===== config.mk =====
export PLATFORM = sky130hd
export DESIGN_NAME = spi_burst_arbiter
export DESIGN_NICKNAME = d
export VERILOG_FILES = /design/src/rtl/spi_burst_arbiter.sv
export SDC_FILE = /design/constraint.sdc
export NUM_CORES = 1
export LEC_CHECK = 0
export CAP_MARGIN = 10
export CORE_ASPECT_RATIO = 0.7
export CORE_UTILIZATION = 35
export CTS_BUF_LIST = sky130_fd_sc_hd__clkbuf_2
export DETAILED_ROUTE_END_ITERATION = 6
export GPL_TIMING_DRIVEN = 0
export PLACE_DENSITY = 0.7
export SYNTH_ARGS = -nofsm -noshare
export SYNTH_HDL_FRONTEND = slang
export SYNTH_SLANG_ARGS = --single-unit

===== constraint.sdc =====
create_clock -name clk -period 2.04 [get_ports clk]
set_input_delay 0.204 -clock clk [delete_from_list [all_inputs] [get_ports clk]]
set_output_delay 0.204 -clock clk [all_outputs]
set_load 0.005 [all_outputs]

===== src/rtl/spi_burst_arbiter.sv =====
`default_nettype none
// ============================================================================
//  Module   : spi_burst_arbiter
//  Purpose  : Round-robin burst arbiter that shares one spi_core byte engine
//             between NREQ requesters. Each requester has its own active-low
//             slave select. The module streams req_len+1 bytes per burst and
//             owns slave-select setup and hold timing.
//  Revision : 1.0  initial release
// ============================================================================
module spi_burst_arbiter #(
    parameter int DWIDTH = 8,
    parameter int NREQ   = 2,
    parameter int LENW   = 4,
    parameter int SETUP  = 2,
    parameter int HOLD   = 2
) (
    input  logic                   clk,
    input  logic                   rst,
    input  logic [NREQ-1:0]        req,
    input  logic [NREQ*LENW-1:0]   req_len,
    output logic [NREQ-1:0]        gnt,
    input  logic [DWIDTH-1:0]      tx_data,
    input  logic                   tx_valid,
    output logic                   tx_ready,
    output logic [DWIDTH-1:0]      rx_data,
    output logic                   rx_valid,
    output logic                   last,
    output logic [NREQ-1:0]        ss_n,
    output logic                   core_cs,
    output logic                   core_wr,
    output logic                   core_rd,
    output logic [DWIDTH-1:0]      core_din,
    input  logic [DWIDTH-1:0]      core_dout,
    input  logic                   core_done
);

    localparam int c_PTRW = (NREQ > 1) ? $clog2(NREQ) : 1;
    localparam int c_TMAX = (SETUP > HOLD) ? SETUP : HOLD;
    localparam int c_TW   = $clog2(c_TMAX + 1);

    typedef enum logic [3:0] {
        S_IDLE  = 4'd0,
        S_SETUP = 4'd1,
        S_LOAD  = 4'd2,
        S_START = 4'd3,
        S_WBUSY = 4'd4,
        S_WDONE = 4'd5,
        S_CAPT  = 4'd6,
        S_HOLD  = 4'd7,
        S_GAP   = 4'd8
    } state_t;

    state_t              r_state;
    logic [c_PTRW-1:0]   r_ptr;
    logic [LENW-1:0]     r_cnt;
    logic [c_TW-1:0]     r_tmr;
    logic [NREQ-1:0]     r_gnt;
    logic [NREQ-1:0]     r_ss_n;
    logic [DWIDTH-1:0]   r_rx_data;
    logic                r_rx_valid;
    logic                r_last;
    logic                r_core_cs;
    logic                r_core_wr;
    logic [DWIDTH-1:0]   r_core_din;

    int                  w_idx;
    logic                w_any;
    logic [c_PTRW-1:0]   w_win;
    logic [c_PTRW-1:0]   w_ptr_nxt;
    logic [NREQ-1:0]     w_onehot;
    logic [LENW-1:0]     w_len;

    // Round-robin pick: scan from the pointer downward so the requester
    // closest to (at or after) the pointer is the last one written and wins.
    always_comb begin
        w_idx = 0;
        w_any = 1'b0;
        w_win = '0;
        for (int k = NREQ - 1; k >= 0; k--) begin
            w_idx = int'(r_ptr) + k;
            if (w_idx >= NREQ) begin
                w_idx = w_idx - NREQ;
            end
            if (req[c_PTRW'(w_idx)]) begin
                w_win = c_PTRW'(w_idx);
                w_any = 1'b1;
            end
        end
    end

    assign w_ptr_nxt = (w_win == c_PTRW'(NREQ - 1)) ? '0 : w_win + 1'b1;
    assign w_onehot  = {{(NREQ-1){1'b0}}, 1'b1} << w_win;
    assign w_len     = req_len[w_win*LENW +: LENW];

    // Burst sequencer: grant, slave-select setup, one byte at a time through
    // the core, capture, then slave-select hold and a guaranteed idle gap.
    always_ff @(posedge clk) begin
        if (rst) begin
            r_state    <= S_IDLE;
            r_ptr      <= '0;
            r_cnt      <= '0;
            r_tmr      <= '0;
            r_gnt      <= '0;
            r_ss_n     <= '1;
            r_rx_data  <= '0;
            r_rx_valid <= 1'b0;
            r_last     <= 1'b0;
            r_core_cs  <= 1'b0;
            r_core_wr  <= 1'b0;
            r_core_din <= '0;
        end else begin
            r_rx_valid <= 1'b0;
            r_last     <= 1'b0;
            r_core_cs  <= 1'b0;
            r_core_wr  <= 1'b0;
            case (r_state)
                S_IDLE: begin
                    // The core may still be finishing a byte abandoned by a
                    // reset, so a new burst waits for it to report idle.
                    if (core_done && w_any) begin
                        r_gnt   <= w_onehot;
                        r_ss_n  <= ~w_onehot;
                        r_cnt   <= w_len;
                        r_ptr   <= w_ptr_nxt;
                        r_tmr   <= '0;
                        r_state <= S_SETUP;
                    end
                end
                S_SETUP: begin
                    if (r_tmr == c_TW'(SETUP - 1)) begin
                        r_tmr   <= '0;
                        r_state <= S_LOAD;
                    end else begin
                        r_tmr <= r_tmr + 1'b1;
                    end
                end
                S_LOAD: begin
                    if (tx_valid && core_done) begin
                        r_core_din <= tx_data;
                        r_core_cs  <= 1'b1;
                        r_core_wr  <= 1'b1;
                        r_state    <= S_START;
                    end
                end
                S_START: begin
                    r_state <= S_WBUSY;
                end
                S_WBUSY: begin
                    if (!core_done) begin
                        r_state <= S_WDONE;
                    end
                end
                S_WDONE: begin
                    // First done rise after the fall: the byte is complete.
                    if (core_done) begin
                        r_rx_data  <= core_dout;
                        r_rx_valid <= 1'b1;
                        r_last     <= (r_cnt == '0);
                        r_state    <= S_CAPT;
                    end
                end
                S_CAPT: begin
                    if (r_cnt != '0) begin
                        r_cnt   <= r_cnt - 1'b1;
                        r_state <= S_LOAD;
                    end else begin
                        r_tmr   <= '0;
                        r_state <= S_HOLD;
                    end
                end
                S_HOLD: begin
                    if (r_tmr == c_TW'(HOLD - 1)) begin
                        r_tmr   <= '0;
                        r_ss_n  <= '1;
                        r_gnt   <= '0;
                        r_state <= S_GAP;
                    end else begin
                        r_tmr <= r_tmr + 1'b1;
                    end
                end
                S_GAP: begin
                    r_state <= S_IDLE;
                end
                default: begin
                    r_state <= S_IDLE;
                end
            endcase
        end
    end

    // Byte handshake is open only while waiting to load and the core is idle.
    assign tx_ready = (r_state == S_LOAD) && core_done;

    assign gnt      = r_gnt;
    assign ss_n     = r_ss_n;
    assign rx_data  = r_rx_data;
    assign rx_valid = r_rx_valid;
    assign last     = r_last;
    assign core_cs  = r_core_cs;
    assign core_wr  = r_core_wr;
    assign core_rd  = 1'b0;
    assign core_din = r_core_din;

endmodule
`default_nettype wire


**PDN straps and rails**

Scale: 4 px per µm. Pins as bars on the die edge.
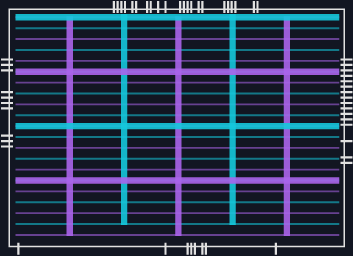
VSS: shown in purple. VDD: shown in cyan.
5 straps on met4. 56 signal pins sit on the boundary.

**Clock wiring as the flow saved it**

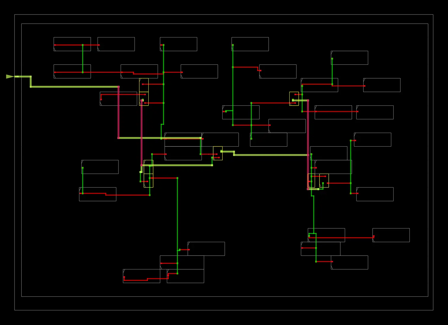
Clock Sink Count: 34
total CTS buffers: 5
clock network power consumption: 0.306 mW

**Metal layers overlaid**

Scale: 6 px per µm.
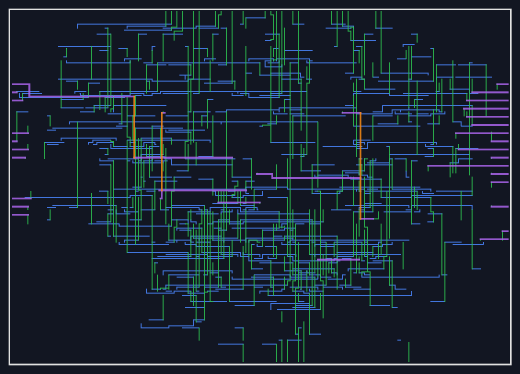
M3: shown in purple, wire length 193 µm. M2: shown in green, wire length 1560 µm. M4: shown in orange, wire length 40.8 µm. M1: shown in blue, wire length 1830 µm.

**Logic cells by family**

Scale: 3 px per µm.
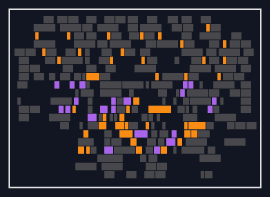
aoi and oai cells: shown in purple, cells 21. nor cells: shown in orange, cells 42.

**Clock network drawn from the DEF**

Scale: 3 px per µm.
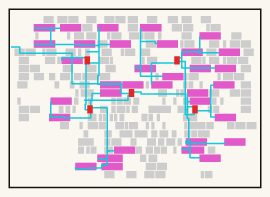
clock-net drivers: shown in red, count 5. flip-flops: shown in magenta, count 34. clock wires: shown in cyan, length 441 µm.
Position of the flops: widely spread. There are 6 routed clock nets.

power by group:
group	leakage, nW	switching (mW)	total, mW	internal [mW]
Clock	0.0304	0.222	0.306	0.0843
Sequential	0.277	0.0369	0.755	0.718
Combinational	0.643	0.325	0.633	0.308
placed cells by master, fill, tap and decap left out, drive strengths merged:
cell | Yosys | routed
a211o | 2 | 2
a211oi | 1 | 1
a21o | 1 | 1
a21oi | 8 | 8
a22o | 1 | 1
a22oi | 1 | 1
a311oi | 1 | 1
a31oi | 1 | 1
a32oi | 1 | 1
and2 | 1 | 1
and3 | 1 | 1
buf | 7 | 7
clkbuf | 4 | 10
clkdlybuf4s50 | 0 | 52
clkinv | 0 | 2
conb | 1 | 1
dfxtp | 34 | 34
ha | 1 | 1
inv | 4 | 4
mux2 | 1 | 1
mux2i | 26 | 26
nand2 | 11 | 11
nand2b | 8 | 8
nand3 | 1 | 1
nand4 | 1 | 1
nor2 | 27 | 27
nor2b | 5 | 5
nor3 | 4 | 4
nor3b | 2 | 2
nor4 | 4 | 4
o21ai | 6 | 6
o21bai | 1 | 1
o22ai | 1 | 1
or2 | 1 | 1
or4 | 2 | 2
xnor2 | 1 | 1
xor2 | 2 | 2
worst paths after layout:
check	endpoint	cells after the start	from
worst max-delay path	tx_ready	4	r_state[1]$_SDFFE_PP0P_
worst min-delay path	rx_valid$_SDFF_PP0_	2	rst
worst max register to register	r_cnt[1]$_SDFFE_PP0P_	7	r_cnt[0]$_SDFFE_PP0P_
worst min register to register	r_tmr[1]$_SDFFE_PP0P_	2	r_tmr[1]$_SDFFE_PP0P_
repair_timing:
item                                   CTS  global route
pin swaps                                0             0
cloned                                   0             0
gates resized                            2             5
setup endpoints to repair                1             5
endpoints found under the hold margin    0             0
setup buffers                            0             1
metrics by stage:
stage | hold slack (ps) | util (%) | std cells | cell area (µm²)
final | 188 | 51.5 | 289 | 2270
after global routing | 182 | 51.5 | 289 | 2270
after CTS | 188 | 51.2 | 289 | 2260
after detailed placement | 446 | 50.2 | 281 | 2210
after global placement | 445 | 50.2 | 281 | 2210
after floorplan | 348 | - | 174 | 1620
kinds of logic after synthesis:
family,Yosys count,synth area share [%]
mux,27,17.0
flops,34,42.0
xor+xnor,3,1.62
other cells,1,0.231
fa+ha+maj,1,0.771
compound gates,25,9.95
simple gates,68,23.7
buf+inv,15,4.78
area by class of cell:
cell class              instances  share of cell area [%]
multi-input cells             125                    38.4
flip-flops and latches         34                    30.2
repair buffers                 53                    23.3
well taps                      55                    3.03
plain buffers                  10                    2.70
clock buffers                   6                    1.32
inverters                       4                   0.662
clock inverters                 2                   0.386
flip-flops by register name, summed over array words and instances, names as in the netlist:
| signal | count |
|---|---|
| core_din | 8 |
| rx_data | 8 |
| r_ptr | 1 |
| core_wr | 1 |
| rx_valid | 1 |
| ss_n | 2 |
| gnt | 2 |
| r_cnt | 4 |
| last | 1 |
| r_state | 4 |
| r_tmr | 2 |
worst max-delay path, stage by stage (launching register included):
cell and delay (ps):
sky130_fd_sc_hd__dfxtp_2 360, sky130_fd_sc_hd__buf_6 150, sky130_fd_sc_hd__nor2b_2 200, sky130_fd_sc_hd__and3_1 160, sky130_fd_sc_hd__clkdlybuf4s50_1 490
==> flow_metrics.tcl <==
# metrics dict for downstream scripts
set metrics [dict create \
    warning_count 27 \
    cts-root-to-sink-buffers 2 \
    fin_skew_ps 13.8 \
    synth.ff_latch_count 34 \
    final_sum_of_negative_setup_slack_ps 0 \
    ys_flop_type "sky130_fd_sc_hd__dfxtp_1" \
    worst-slew-pin-transition_ps 527 \
    syn-cell-area_um2 1620 \
    register_area_um2 686 \
    design.die.area_um2 4910 \
    drt-total-wl_um 3630 \
    hold_buffers 0 \
    nFillCells 439 \
    report.final.slew_viol_count 0 \
    grt_max_degree 11 \
    clock-root-buffer "sky130_fd_sc_hd__clkbuf_2" \
    drt_iter0_drc 66 \
    min_path_type "in -> reg" \
    met3_usage_pct 4.77 \
    tritoncts "built" \
    clock_period_minus_final_worst_setup_slack_ps 1930 \
    synth.yosys.seq_area_share_pct 42.0 \
    global_route.usage.met1_pct 21.9 \
    area.combinational_um2 872 \
    yosys_area_um2 1620 \
    die_height_um 59.0 \
    gr-usage-met2_pct 22.1 \
    cp_data_required_time_ps 1840 \
    h-tree-depth 2 \
    run_status "completed" \
    synth_nets 205 \
    ys.warnings.count 0 \
    placeable_area_um2 4400 \
    synth.yosys.num_cells 174 \
    route.detailed.drc 0 \
    core.rowCount 20 \
    worst_path_class_setup "reg -> out" \
    power_mw 1.69 \
    vias 1410 \
    synth.largest_area_cell "sky130_fd_sc_hd__dfxtp_1" \
    timing.critical_path.to_type "output port" \
    synth.avg_cell_area_um2 9.32 \
    grt_first_pass_wirelength_um 6000 \
    yosys.cell_count.top_type "sky130_fd_sc_hd__dfxtp_1" \
    first_global_vias 1279 \
    final_ws_setup_ps 111 \
    antenna-diode-count 0 \
    postSynth.asyncResetShare_pct 0 \
    setup_viol 0 \
    grt.overflow.total 0 \
    layout.nets 264 \
    top_area_share_pct 42.0 \
    cp-start-kind "flip-flop" \
    avgViaCountPerCell 4.88 \
    peakVddDrop_mv 0.325 \
    path_max_fanout 10 \
    area_leaders "sky130_fd_sc_hd__dfxtp_1, sky130_fd_sc_hd__mux2i_1, sky130_fd_sc_hd__nor2_1" \
    yosysUniqueCellTypes 43 \
    wl_met1_um 1830 \
    antenna_found_initial 0 \
    final-hold-violation-count 0 \
    finalCritPeriodShare_pct 94.5 \
    finalWeightedCongestion 0.856 \
    fp_util_pct 36.8 \
    gr-usage-all-layers_pct 15.7 \
    antenna_violating_nets_post_route 0 \
    total_leakage_power_nw 0.950 \
    post_synth_inst_count 174 \
    post-dp-hpwl_um 2720 \
    power.density_nw_per_um2 747 \
    clk_transition_reported_paths_ps 160 \
]
Power is estimated from default activity; no workload was simulated.
